**Run 1: where the registers sit**

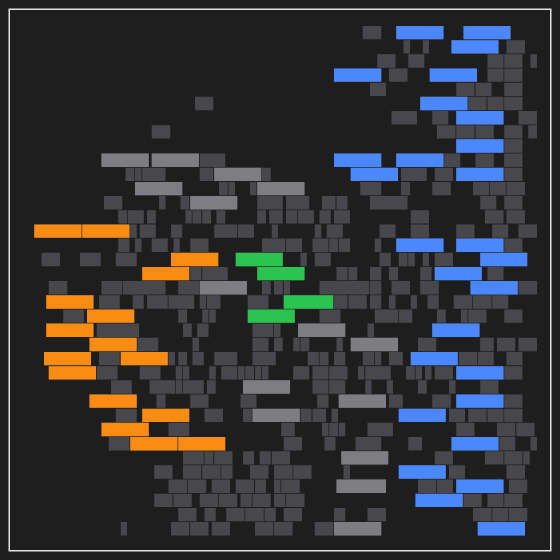
**Run 1: cell density map**

The die is cut into 10 by 10 equal tiles; black is low, pale yellow is high, 0 to 100% covered.
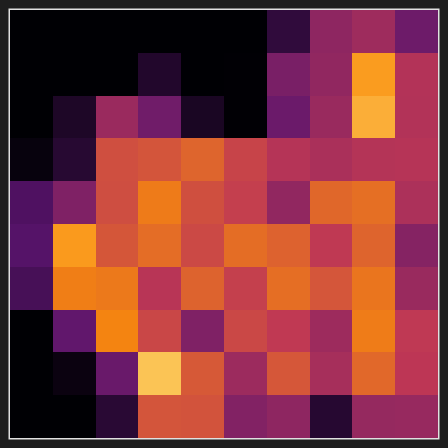
**Run 1: placed cells, one colour a class**

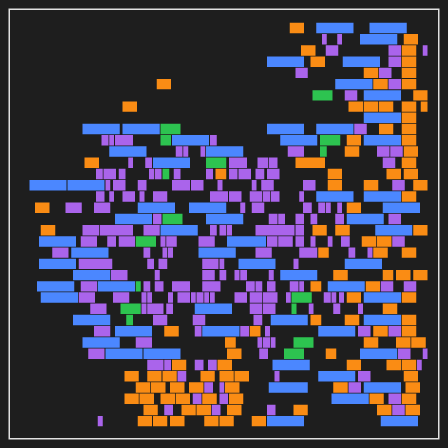
### config.mk
export PLATFORM = sky130hd
export DESIGN_NAME = counter_seq_controller
export DESIGN_NICKNAME = d
export VERILOG_FILES = /design/src/rtl/counter_seq_pkg.sv /design/src/rtl/counter_seq_table.sv /design/src/rtl/counter_seq_controller.sv
export SDC_FILE = /design/constraint.sdc
export NUM_CORES = 1
export LEC_CHECK = 0
export CORE_MARGIN = 2
export CORE_UTILIZATION = 30
export CTS_CLUSTER_SIZE = 12
export DETAILED_ROUTE_END_ITERATION = 8
export HOLD_SLACK_MARGIN = 0.05
export SKIP_CTS_REPAIR_TIMING = 1
export SLEW_MARGIN = 20
export SYNTH_ARGS = -nofsm -noshare
export SYNTH_HDL_FRONTEND = slang
export SYNTH_SLANG_ARGS = --single-unit
### constraint.sdc
create_clock -name clock -period 3.05 [get_ports clock]
set_clock_uncertainty 0.15 [all_clocks]
set_input_delay 0.305 -clock clock [delete_from_list [all_inputs] [get_ports clock]]
set_output_delay 0.305 -clock clock [all_outputs]
set_load 0.05 [all_outputs]
### src/rtl/counter_seq_pkg.sv
// Shared types and register-map constants for the counter sequencer.
package counter_seq_pkg;

    localparam int unsigned ADDR_W = 3;
    localparam int unsigned DATA_W = 32;

    typedef enum logic [1:0] {
        IDLE = 2'd0,
        LOAD = 2'd1,
        RUN  = 2'd2
    } seq_state_e;

    localparam logic [ADDR_W-1:0] ADDR_CTRL   = 3'd0;
    localparam logic [ADDR_W-1:0] ADDR_LEN    = 3'd1;
    localparam logic [ADDR_W-1:0] ADDR_IRQ    = 3'd2;
    localparam logic [ADDR_W-1:0] ADDR_TABLE  = 3'd3;
    localparam logic [ADDR_W-1:0] ADDR_VALUE  = 3'd4;
    localparam logic [ADDR_W-1:0] ADDR_EXPCNT = 3'd5;

    localparam int unsigned CTRL_START = 0;
    localparam int unsigned CTRL_STOP  = 1;
    localparam int unsigned CTRL_LOOP  = 2;
    localparam int unsigned CTRL_CLRW  = 3;

endpackage

### src/rtl/counter_seq_table.sv
// DEPTH x CFG_W config table: synchronous write, combinational read.
module counter_seq_table #(
    parameter int unsigned DEPTH = 8,
    parameter int unsigned CFG_W = 2,
    localparam int unsigned IDX_W = $clog2(DEPTH)
) (
    input  logic             clock,
    input  logic             resetn,
    input  logic             we,
    input  logic [IDX_W-1:0] waddr,
    input  logic [CFG_W-1:0] wdata,
    input  logic [IDX_W-1:0] raddr,
    output logic [CFG_W-1:0] rdata
);

    logic [CFG_W-1:0] mem [DEPTH];

    // Table storage, cleared on reset.
    always_ff @(posedge clock or negedge resetn) begin
        if (!resetn) begin
            for (int i = 0; i < int'(DEPTH); i++) begin
                mem[i] <= '0;
            end
        end else if (we) begin
            mem[waddr] <= wdata;
        end
    end

    // Combinational read port.
    always_comb begin
        rdata = mem[raddr];
    end

endmodule

### src/rtl/counter_seq_controller.sv
// Avalon-MM sequencer stepping custom_counter_unit through a table of
// load_config values. Optional expiry counter: COUNTER_SEQ_EXPCNT_EN.
module counter_seq_controller
    import counter_seq_pkg::*;
#(
    parameter int unsigned DEPTH = 8,
    parameter int unsigned CFG_W = 2,
    parameter int unsigned CNT_W = 27
) (
    input  logic              clock,
    input  logic              resetn,
    input  logic [ADDR_W-1:0] address,
    input  logic              chipselect,
    input  logic              read,
    input  logic              write,
    output logic [DATA_W-1:0] readdata,
    input  logic [DATA_W-1:0] writedata,
    output logic              seq_done_irq,
    output logic              reset_counter,
    output logic              load,
    output logic [CFG_W-1:0]  load_config,
    input  logic [CNT_W-1:0]  counter_value,
    input  logic              counter_expire
);

    localparam int unsigned IDX_W = $clog2(DEPTH);
    localparam int unsigned LEN_W = IDX_W + 1;

    seq_state_e        state_q;
    logic [IDX_W-1:0]  idx_q;
    logic [IDX_W-1:0]  wptr_q;
    logic [LEN_W-1:0]  len_q;
    logic              loop_q;
    logic              exp_q;
    logic [DATA_W-1:0] expcnt;

    logic              wr_c, rd_c, ctrl_wr, start_req, stop_req;
    logic              busy, exp_edge, last, done_set, irq_clr;
    logic              len_wr_ok, tbl_we;
    logic [IDX_W-1:0]  nxt_idx, tbl_raddr;
    logic [CFG_W-1:0]  tbl_rdata;

    // Bus decode and sequencing conditions.
    always_comb begin
        wr_c      = chipselect & write;
        rd_c      = chipselect & read;
        busy      = (state_q != IDLE);
        ctrl_wr   = wr_c && (address == ADDR_CTRL);
        start_req = ctrl_wr && writedata[CTRL_START];
        stop_req  = ctrl_wr && writedata[CTRL_STOP];
        irq_clr   = wr_c && (address == ADDR_IRQ);
        len_wr_ok = wr_c && (address == ADDR_LEN) && !busy &&
                    (writedata != '0) && (writedata <= DATA_W'(DEPTH));
        tbl_we    = wr_c && (address == ADDR_TABLE) && !busy;
        exp_edge  = counter_expire & ~exp_q;
        last      = (LEN_W'(idx_q) == (len_q - LEN_W'(1)));
        nxt_idx   = last ? '0 : (idx_q + IDX_W'(1));
        tbl_raddr = (state_q == RUN) ? nxt_idx : '0;
        done_set  = (state_q == RUN) && exp_edge && last && !loop_q && !stop_req;
    end

    counter_seq_table #(
        .DEPTH (DEPTH),
        .CFG_W (CFG_W)
    ) u_table (
        .clock  (clock),
        .resetn (resetn),
        .we     (tbl_we),
        .waddr  (wptr_q),
        .wdata  (writedata[CFG_W-1:0]),
        .raddr  (tbl_raddr),
        .rdata  (tbl_rdata)
    );

    // Sequencer FSM with registered counter-unit controls.
    always_ff @(posedge clock or negedge resetn) begin
        if (!resetn) begin
            state_q       <= IDLE;
            idx_q         <= '0;
            load          <= 1'b0;
            load_config   <= '0;
            reset_counter <= 1'b1;
        end else begin
            load <= 1'b0;
            if (stop_req) begin
                state_q       <= IDLE;
                reset_counter <= 1'b1;
            end else begin
                case (state_q)
                    IDLE: begin
                        reset_counter <= 1'b1;
                        if (start_req) begin
                            state_q     <= LOAD;
                            idx_q       <= '0;
                            load        <= 1'b1;
                            load_config <= tbl_rdata;
                        end
                    end
                    LOAD: begin
                        state_q       <= RUN;
                        reset_counter <= 1'b0;
                    end
                    RUN: begin
                        reset_counter <= 1'b0;
                        if (exp_edge) begin
                            if (!last || loop_q) begin
                                state_q       <= LOAD;
                                idx_q         <= nxt_idx;
                                load          <= 1'b1;
                                load_config   <= tbl_rdata;
                                reset_counter <= 1'b1;
                            end else begin
                                state_q       <= IDLE;
                                reset_counter <= 1'b1;
                            end
                        end
                    end
                    default: begin
                        state_q       <= IDLE;
                        reset_counter <= 1'b1;
                    end
                endcase
            end
        end
    end

    // Done interrupt; a same-cycle set beats a software clear.
    always_ff @(posedge clock or negedge resetn) begin
        if (!resetn) begin
            seq_done_irq <= 1'b0;
        end else if (done_set) begin
            seq_done_irq <= 1'b1;
        end else if (irq_clr) begin
            seq_done_irq <= 1'b0;
        end
    end

    // Control registers: expiry history, loop flag, length, write pointer.
    always_ff @(posedge clock or negedge resetn) begin
        if (!resetn) begin
            exp_q  <= 1'b0;
            loop_q <= 1'b0;
            len_q  <= LEN_W'(1);
            wptr_q <= '0;
        end else begin
            exp_q <= counter_expire;
            if (ctrl_wr) begin
                loop_q <= writedata[CTRL_LOOP];
                if (writedata[CTRL_CLRW]) begin
                    wptr_q <= '0;
                end
            end
            if (len_wr_ok) begin
                len_q <= LEN_W'(writedata);
            end
            if (tbl_we) begin
                wptr_q <= wptr_q + IDX_W'(1);
            end
        end
    end

`ifdef COUNTER_SEQ_EXPCNT_EN
    // Expiry counter: counts expiries seen in RUN, cleared by an accepted start.
    always_ff @(posedge clock or negedge resetn) begin
        if (!resetn) begin
            expcnt <= '0;
        end else if (start_req && !stop_req && !busy) begin
            expcnt <= '0;
        end else if ((state_q == RUN) && exp_edge) begin
            expcnt <= expcnt + DATA_W'(1);
        end
    end
`else
    assign expcnt = '0;
`endif

    // Registered read data, one-cycle latency.
    always_ff @(posedge clock or negedge resetn) begin
        if (!resetn) begin
            readdata <= '0;
        end else if (rd_c) begin
            case (address)
                ADDR_CTRL:   readdata <= DATA_W'({busy, loop_q, idx_q});
                ADDR_LEN:    readdata <= DATA_W'(len_q);
                ADDR_IRQ:    readdata <= DATA_W'(seq_done_irq);
                ADDR_TABLE:  readdata <= DATA_W'(wptr_q);
                ADDR_VALUE:  readdata <= DATA_W'(counter_value);
                ADDR_EXPCNT: readdata <= expcnt;
                default:     readdata <= '0;
            endcase
        end
    end

endmodule
==> impl_metrics.ini, run 1 <==
; generated from flow reports
[timing]
period_needed_ns = 2.503
fin_setup_tns_ns = 0
hold_viol_final = 0
rsz0062_at_grt = no
finalMaxSlewViolations = 0
fmax_mhz = 399.5
min_period_over_period_pct = 82.08
worstMarginPinSlew_ns = 0.7413
setup_viol = 0
slew_headroom_pct = 50.58

[cells_and_area]
nMultiInputCombCells = 178
layout.nets = 443
largest_class = flip-flops and latches
drive_gt1_share_pct = 14.85
mostFrequentLayoutCell = clkdlybuf4s50_1
n_fill_cell = 923
largest_reg_flops = 27
comb_share_pct = 30.25
reg_top3 = readdata: 27 flops, u_table.mem: 16 flops, len_q: 4 flops
clk_share_pct = 3.886
nonClkBufAreaFrac_pct = 24.94
layout_top_cells = 98 x clkdlybuf4s50_1, 60 x dfrtp_1, 24 x a22o_1
inverters_excl_clock = 12
ff_count = 62
logic_area_mm2 = 0.001305
n_all_buffers = 109
nClkBuffers = 12
area_delta_synth_final_pct = 44.87

[setup_path]
cp-end-kind = flop
path_class = reg2reg
crit_arrival_ns = 2.62
critical_path_required_ns = 3.17
cp_max_fo = 11
reg2reg_depth = 9

[power]
ir_worst_vdd_mv = 0.2223
p_seq_share_pct = 42.4
cellLeakagePower_nw = 1.875
p_comb_share_pct = 31.7
intPower_mw = 1.583
clkPwrFrac_pct = 25.9
switching_share_pct = 35.27
p_per_area_mw_per_mm2 = 566.9
switchingPower_mw = 0.8626

[routing]
wl_met1_mm = 3.883
dr.pass1.iters = 4
drc = 0
num_vias = 2437
post_drt_wl_per_cell_um = 15.65
dr_wl_met3_um = 481
drtIter0Drc = 75
top_layer = met4
final_antenna_net_count = 0
wl_mm = 7.981
vias_per_cell = 4.778
wl_met2_mm = 3.542

[placed_design]
placed_area_mm2 = 0.004136
portBuffers = 99
hpwlAfterDp_mm = 5.997

[clock_network]
clockBufferDepth = 2
clockRootBuffer = clkbuf_8
cts_made_buffers = 9
clkTransAtPathRegs_ns = 0.07
cts_tree = done
ctsHtreeMaxLevel = 3
cts.sinks = 62
clock_latency_ns = 0.34

[global_routing]
grt-ovfl-total = 0
grt_pass1_vias = 2526
grt_usage_pct = 15.43
use_met2_pct = 23.42
antenna_found_initial = 0
met3_usage_pct = 4.972
grt_pass1_wl_mm = 13.26
grt_max_degree = 33
grt_most_used_layer = met2
grtUsageMet1_pct = 21.22

[synthesis]
ys_top_logic_family = AND-OR/OR-AND gates
synth-main-ff-cell = dfrtp_1
yosysWarnings = 0
area_leaders = dfrtp_1 50%, mux2_2 7.9%, a22o_1 7.1%
syn-instance-count = 267
yosys_area_mm2 = 0.002978
synth.avg_cell_area_um2 = 11.15
synth_flops = 62
aoi_share_pct = 15.76
synth_top_area_share_pct = 50.42
edf_count = 0
synth-async-reset-ratio_pct = 100.0
ys_cells = 267
adder_share_pct = 1.261
yosys.area_share.simple_pct = 12.86
yosysUniqueCellTypes = 46
xor_share_pct = 1.765
top_area_cell = dfrtp_1
ys_seq_share_pct = 52.18
syn_area_mm2 = 0.002978

[floorplanning]
io_pins = 105
die_h_um = 103.6
die_w_um = 103.6
n_tap_cell = 133

[flow_run]
max_cap_violations = 0

[hold_path]
hold_path.class = in2reg

[outcome]
status = finished clean
## Picture notes: 'where the registers sit'
| colour | signal | flops |
|---|---|---|
| orange | `u_table.mem` | 16 |
| blue | `readdata` | 27 |
| green | `len_q` | 4 |
Flop area: 0.001554 mm²
Seq area share: 36.02%

## Picture notes: 'cell density map'
mean over tiles: 39%
densest ninth of the die: centre
emptiest ninth of the die: upper left
tiles over 75% full: 4.0%
fullest tile: 87%
Core Util at FP: 30.75%
Core Region: 0.009684 mm²
post-layout util: 44.55%

## Picture notes: 'placed cells, one colour a class'
| colour | class | cells | share of their area |
|---|---|---|---|
| orange | remaining buffers and delay cells | 109 | 26% |
| green | clock drivers and dummy loads | 16 | 4.0% |
| blue | sequential cells | 62 | 37% |
| purple | combinational and other logic | 190 | 33% |
fin area: 0.004314 mm²
row count: 36

run 1: power by group through the flow:
stage	clock (mW)	sequential, mW	combinational, mW
floorplan	0	1.16	0.353
global placement	0	1.05	0.767
detailed placement	0	1.05	0.779
CTS	0.654	1.04	0.783
global route	0.696	1.05	0.844
finish	0.633	1.04	0.776
run 1: metrics by stage:
step                      cells  util (%)  hold slack, ns  worst slack [ns]  power, mW
after floorplan             271         -         -0.1406            0.7822      1.518
after global placement      493     42.71          0.2511            0.4300      1.819
after detailed placement    493     42.71          0.2618            0.3941      1.830
after CTS                   509     44.44         -0.1082            0.5402      2.473
after global routing        510     44.55          0.2884            0.3558      2.593
final                       510     44.55          0.2829            0.5466      2.446
run 1: worst max-delay path: stages (launching register included):
cell and delay, ns:
dfstp_2 0.57, inv_1 0.06, ha_1 0.31, xnor2_1 0.20, nor2_1 0.09, a21boi_1 0.18, a311oi_1 0.42, buf_4 0.25
nor2_1 0.06, a31oi_2 0.13
run 1: final timing paths:
path,from,to,slack [ns]
setup / recovery,len_q[0]$_DFFE_PN1P_,load_config[0]$_DFFE_PN0P_,0.55
hold / removal,counter_expire,exp_q$_DFF_PN0_,0.28
setup reg to reg,len_q[0]$_DFFE_PN1P_,load_config[0]$_DFFE_PN0P_,0.55
hold reg to reg,readdata[2]$_DFFE_PN0P_,readdata[2]$_DFFE_PN0P_,0.33
max in group asynchronous,resetn,len_q[0]$_DFFE_PN1P_,1.65
min in group asynchronous,resetn,readdata[8]$_DFFE_PN0P_,0.41
run 1: cells in the mapped netlist (all sizes together), types with 5 or more instances:
library cell,number
nand2,17
inv,12
mux2,21
dfrtp,60
clkbuf,10
nor2,16
a21oi,5
a22o,24
o21ai,13
nor3,6
nand2b,6
nand3,5
nor4,8
a31oi,7
buf,9
==> run 1 -> run 2 <==
Clock period 3.05 ns to 2.3 ns, I/O delays scaled along.
==> run 2 against run 1 <==
  * Sequential share of layout area shrank 2.2 points
  * Critical path type unchanged
  * Area after synthesis did not move
  * Global-route usage is 0.17 points higher
  * First-iteration DRC count is 13% higher
  * Critical path depth down 1
  * Register-to-register slack worse by 0.43 ns
  * Largest cell class unchanged
  * Count of clock-buffer cells in the layout is 1 higher
  * Final area grew 6.4%
  * Sequential power rose by 32%
  * Setup slack worse by 0.43 ns
  * Non-clock buffer count up 18
==> impl_metrics.ini, run 2 <==
; generated from flow reports
[setup_path]
path_class = reg2reg
r2r-start = len_q[0]$_DFFE_PN1P_
reg2reg_depth = 8
crit_path_top_delay_cell = dfstp_2
crit_path_start_kind = flop
crit_arrival_ns = 2.29
cp_max_fo = 7
ff2ff_setup_slack_ns = 0.12
critPathLaunch = len_q[0]$_DFFE_PN1P_
cp-end-kind = flop
max_stage_delay_ns = 0.54
critical_path_required_ns = 2.41
worstSetupEndpoint = load_config[0]$_DFFE_PN0P_
crit_chain = inv_2 -> ha_4 -> xnor2_4 -> o41ai_4 -> a31oi_4 -> mux2i_1 -> a211o_1 -> a31oi_2
r2r_end = load_config[0]$_DFFE_PN0P_

[placed_design]
hpwlAfterDp_mm = 5.943
place_inst = 509
portBuffers = 99
place_congestion = 0.8213

[synthesis]
synth-main-ff-cell = dfrtp_1
ys_cells = 267
yosysWarnings = 0
yosys_area_mm2 = 0.002978
area_leaders = dfrtp_1 50%, mux2_2 7.9%, a22o_1 7.1%
syn_area_mm2 = 0.002978
synth_flops = 62
edf_count = 0
synth.most_common_cell = dfrtp_1
synth-async-reset-ratio_pct = 100.0
ys_seq_share_pct = 52.18
ys_top_cells_by_count = 60 x dfrtp_1, 24 x a22o_1, 21 x mux2_2
yosysUniqueCellTypes = 46
top_area_cell = dfrtp_1
syn-instance-count = 267
synth.avg_cell_area_um2 = 11.15
synth_top_area_share_pct = 50.42

[floorplanning]
die_h_um = 103.6
io_pins = 105
rows = 36
fp_util_pct = 30.75
die_w_um = 103.6
core_mm2 = 0.009684
die_area_mm2 = 0.01074

[power]
combinationalPower_mw = 1.17
switchingPower_mw = 1.194
switching_share_pct = 33.83
clkPwrFrac_pct = 27.9
sequentialPower_mw = 1.37
p_per_area_mw_per_mm2 = 768.8
ir_worst_vdd_mv = 0.3785
p_comb_share_pct = 33.2
p_clk_mw = 0.985
cellLeakagePower_nw = 1.994
power.group.top = registers
intPower_mw = 2.336
p_seq_share_pct = 38.9

[global_routing]
grt_pass1_vias = 2615
antenna_found_initial = 0
grt_pass1_wl_mm = 13.37
grt_usage_pct = 15.59
grt-ovfl-total = 0
grt_max_degree = 63

[routing]
drtIter0Drc = 85
drc = 0
dr.pass1.iters = 4
num_vias = 2554
post_drt_wl_per_cell_um = 15.71
wl_mm = 8.293
vias_per_cell = 4.837
final_antenna_net_count = 0

[timing]
hold_viol_final = 0
setup_viol = 0
slew_headroom_pct = 64.51
worstMarginPinSlew_ns = 0.5307
min_period_over_period_pct = 94.83
period_needed_ns = 2.181
finalMaxSlewViolations = 0
fmax_mhz = 458.5

[hold_path]
min_from = counter_expire
hold_end = exp_q$_DFF_PN0_
hold-path-cell-count = 1
hold_path.class = in2reg

[clock_network]
cts.sinks = 62
clock_latency_ns = 0.34
cts_tree = done
ctsHtreeMaxLevel = 3
clkTransAtPathRegs_ns = 0.06
cts_made_buffers = 9
clockRootBuffer = clkbuf_8
clockBufferDepth = 2

[flow_run]
max_cap_violations = 0
warnings = 26

[outcome]
status = finished clean

[cells_and_area]
largest_reg_flops = 27
mostFrequentLayoutCell = clkdlybuf4s50_1
largest-register = readdata
drive_gt1_share_pct = 21.01
postLayoutCoreUtil_pct = 47.42
n_fill_cell = 896
instances_no_fill = 528
area_delta_synth_final_pct = 54.20
reg_top3 = readdata: 27 flops, u_table.mem: 16 flops, len_q: 4 flops
diodes = 0
layout_top_cells = 98 x clkdlybuf4s50_1, 60 x dfrtp_1, 25 x buf_4
layout.nets = 461
==> run 2: per-layer routing <==
metal	vias up	GRT usage, %	share of wire [%]
li1	1218	-	-
met1	1243	20.91	47
met2	81	24.69	47
met3	12	4.594	4.9
met4	0	4.247	1.0
met5	-	0	0
==> run 2: stage by stage <==
| stage | total power [mW] | cell area [µm²] | setup slack [ns] | hold WS, ns | setup TNS (ns) |
|---|---|---|---|---|---|
| after CTS | 3.477 | 4458 | -0.08081 | -0.2485 | -0.2775 |
| after global routing | 3.728 | 4592 | -0.002485 | 0.2125 | -0.002485 |
| after detailed placement | 2.465 | 4257 | -0.07750 | 0.1256 | -0.4818 |
| after global placement | 2.454 | 4257 | -0.07529 | 0.1183 | -0.3001 |
| final | 3.530 | 4592 | 0.1189 | 0.2184 | 0 |
| after floorplan | 2.013 | 2993 | 0.03219 | -0.2156 | 0 |
==> run 2: logic make-up after synthesis <==
logic type	Yosys count	share of synthesized area (%)
other	1	0.1259
adders and majority gates	3	1.261
AOI/OAI and AO/OA	63	15.76
buffers and inverters	31	4.706
xor gates and xnor gates	6	1.765
DFF	62	52.18
muxes	27	11.34
and+or+nand+nor	74	12.86
==> run 2: worst max-delay path: cells and delay by family, from the launching register on <==
family / cells / cell delay (ns)
AND-OR/OR-AND: 4 / 0.85
flip-flops: 1 / 0.54
adder cells (fa/ha/maj): 1 / 0.23
multiplexers: 1 / 0.15
XOR/XNOR: 1 / 0.14
buffers and inverters: 1 / 0.05
==> run 2: final cells by class <==
cell class	count	area, µm²	area share [%]
sequential	62	1554	33.84
clock inverter	3	42.54	0.9264
inverter	12	45.04	0.9809
timing repair buffer	127	1215	26.46
multi-input combinational	178	1410	30.71
clock buffer	13	158.9	3.460
tap	133	166.4	3.624
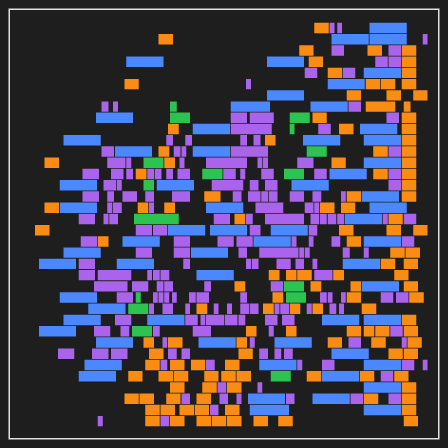
**Above:** run 2 (placed cells, one colour a class).
| colour | class | cells | share of their area |
|---|---|---|---|
| green | clock drivers and dummy loads | 16 | 4.6% |
| orange | remaining buffers and delay cells | 127 | 27% |
| purple | combinational and other logic | 190 | 33% |
| blue | sequential cells | 62 | 35% |

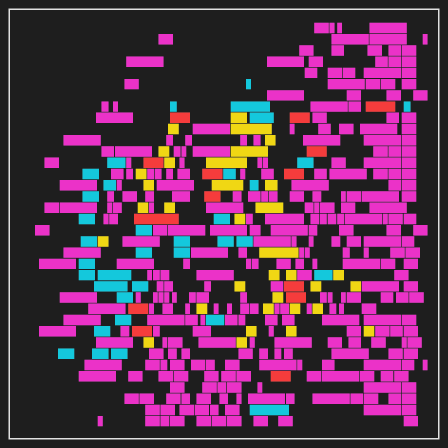
**Above:** run 2 (cells by drive strength).
| colour | size | cells | share |
|---|---|---|---|
| yellow | _3 and _4 cells | 34 | 8.6% |
| magenta | _0 and _1 cells | 312 | 79% |
| cyan | _2 cells | 35 | 8.9% |
| red | _6 and larger | 14 | 3.5% |

Power figures rest on the tool's default switching activity, not on a simulated workload.
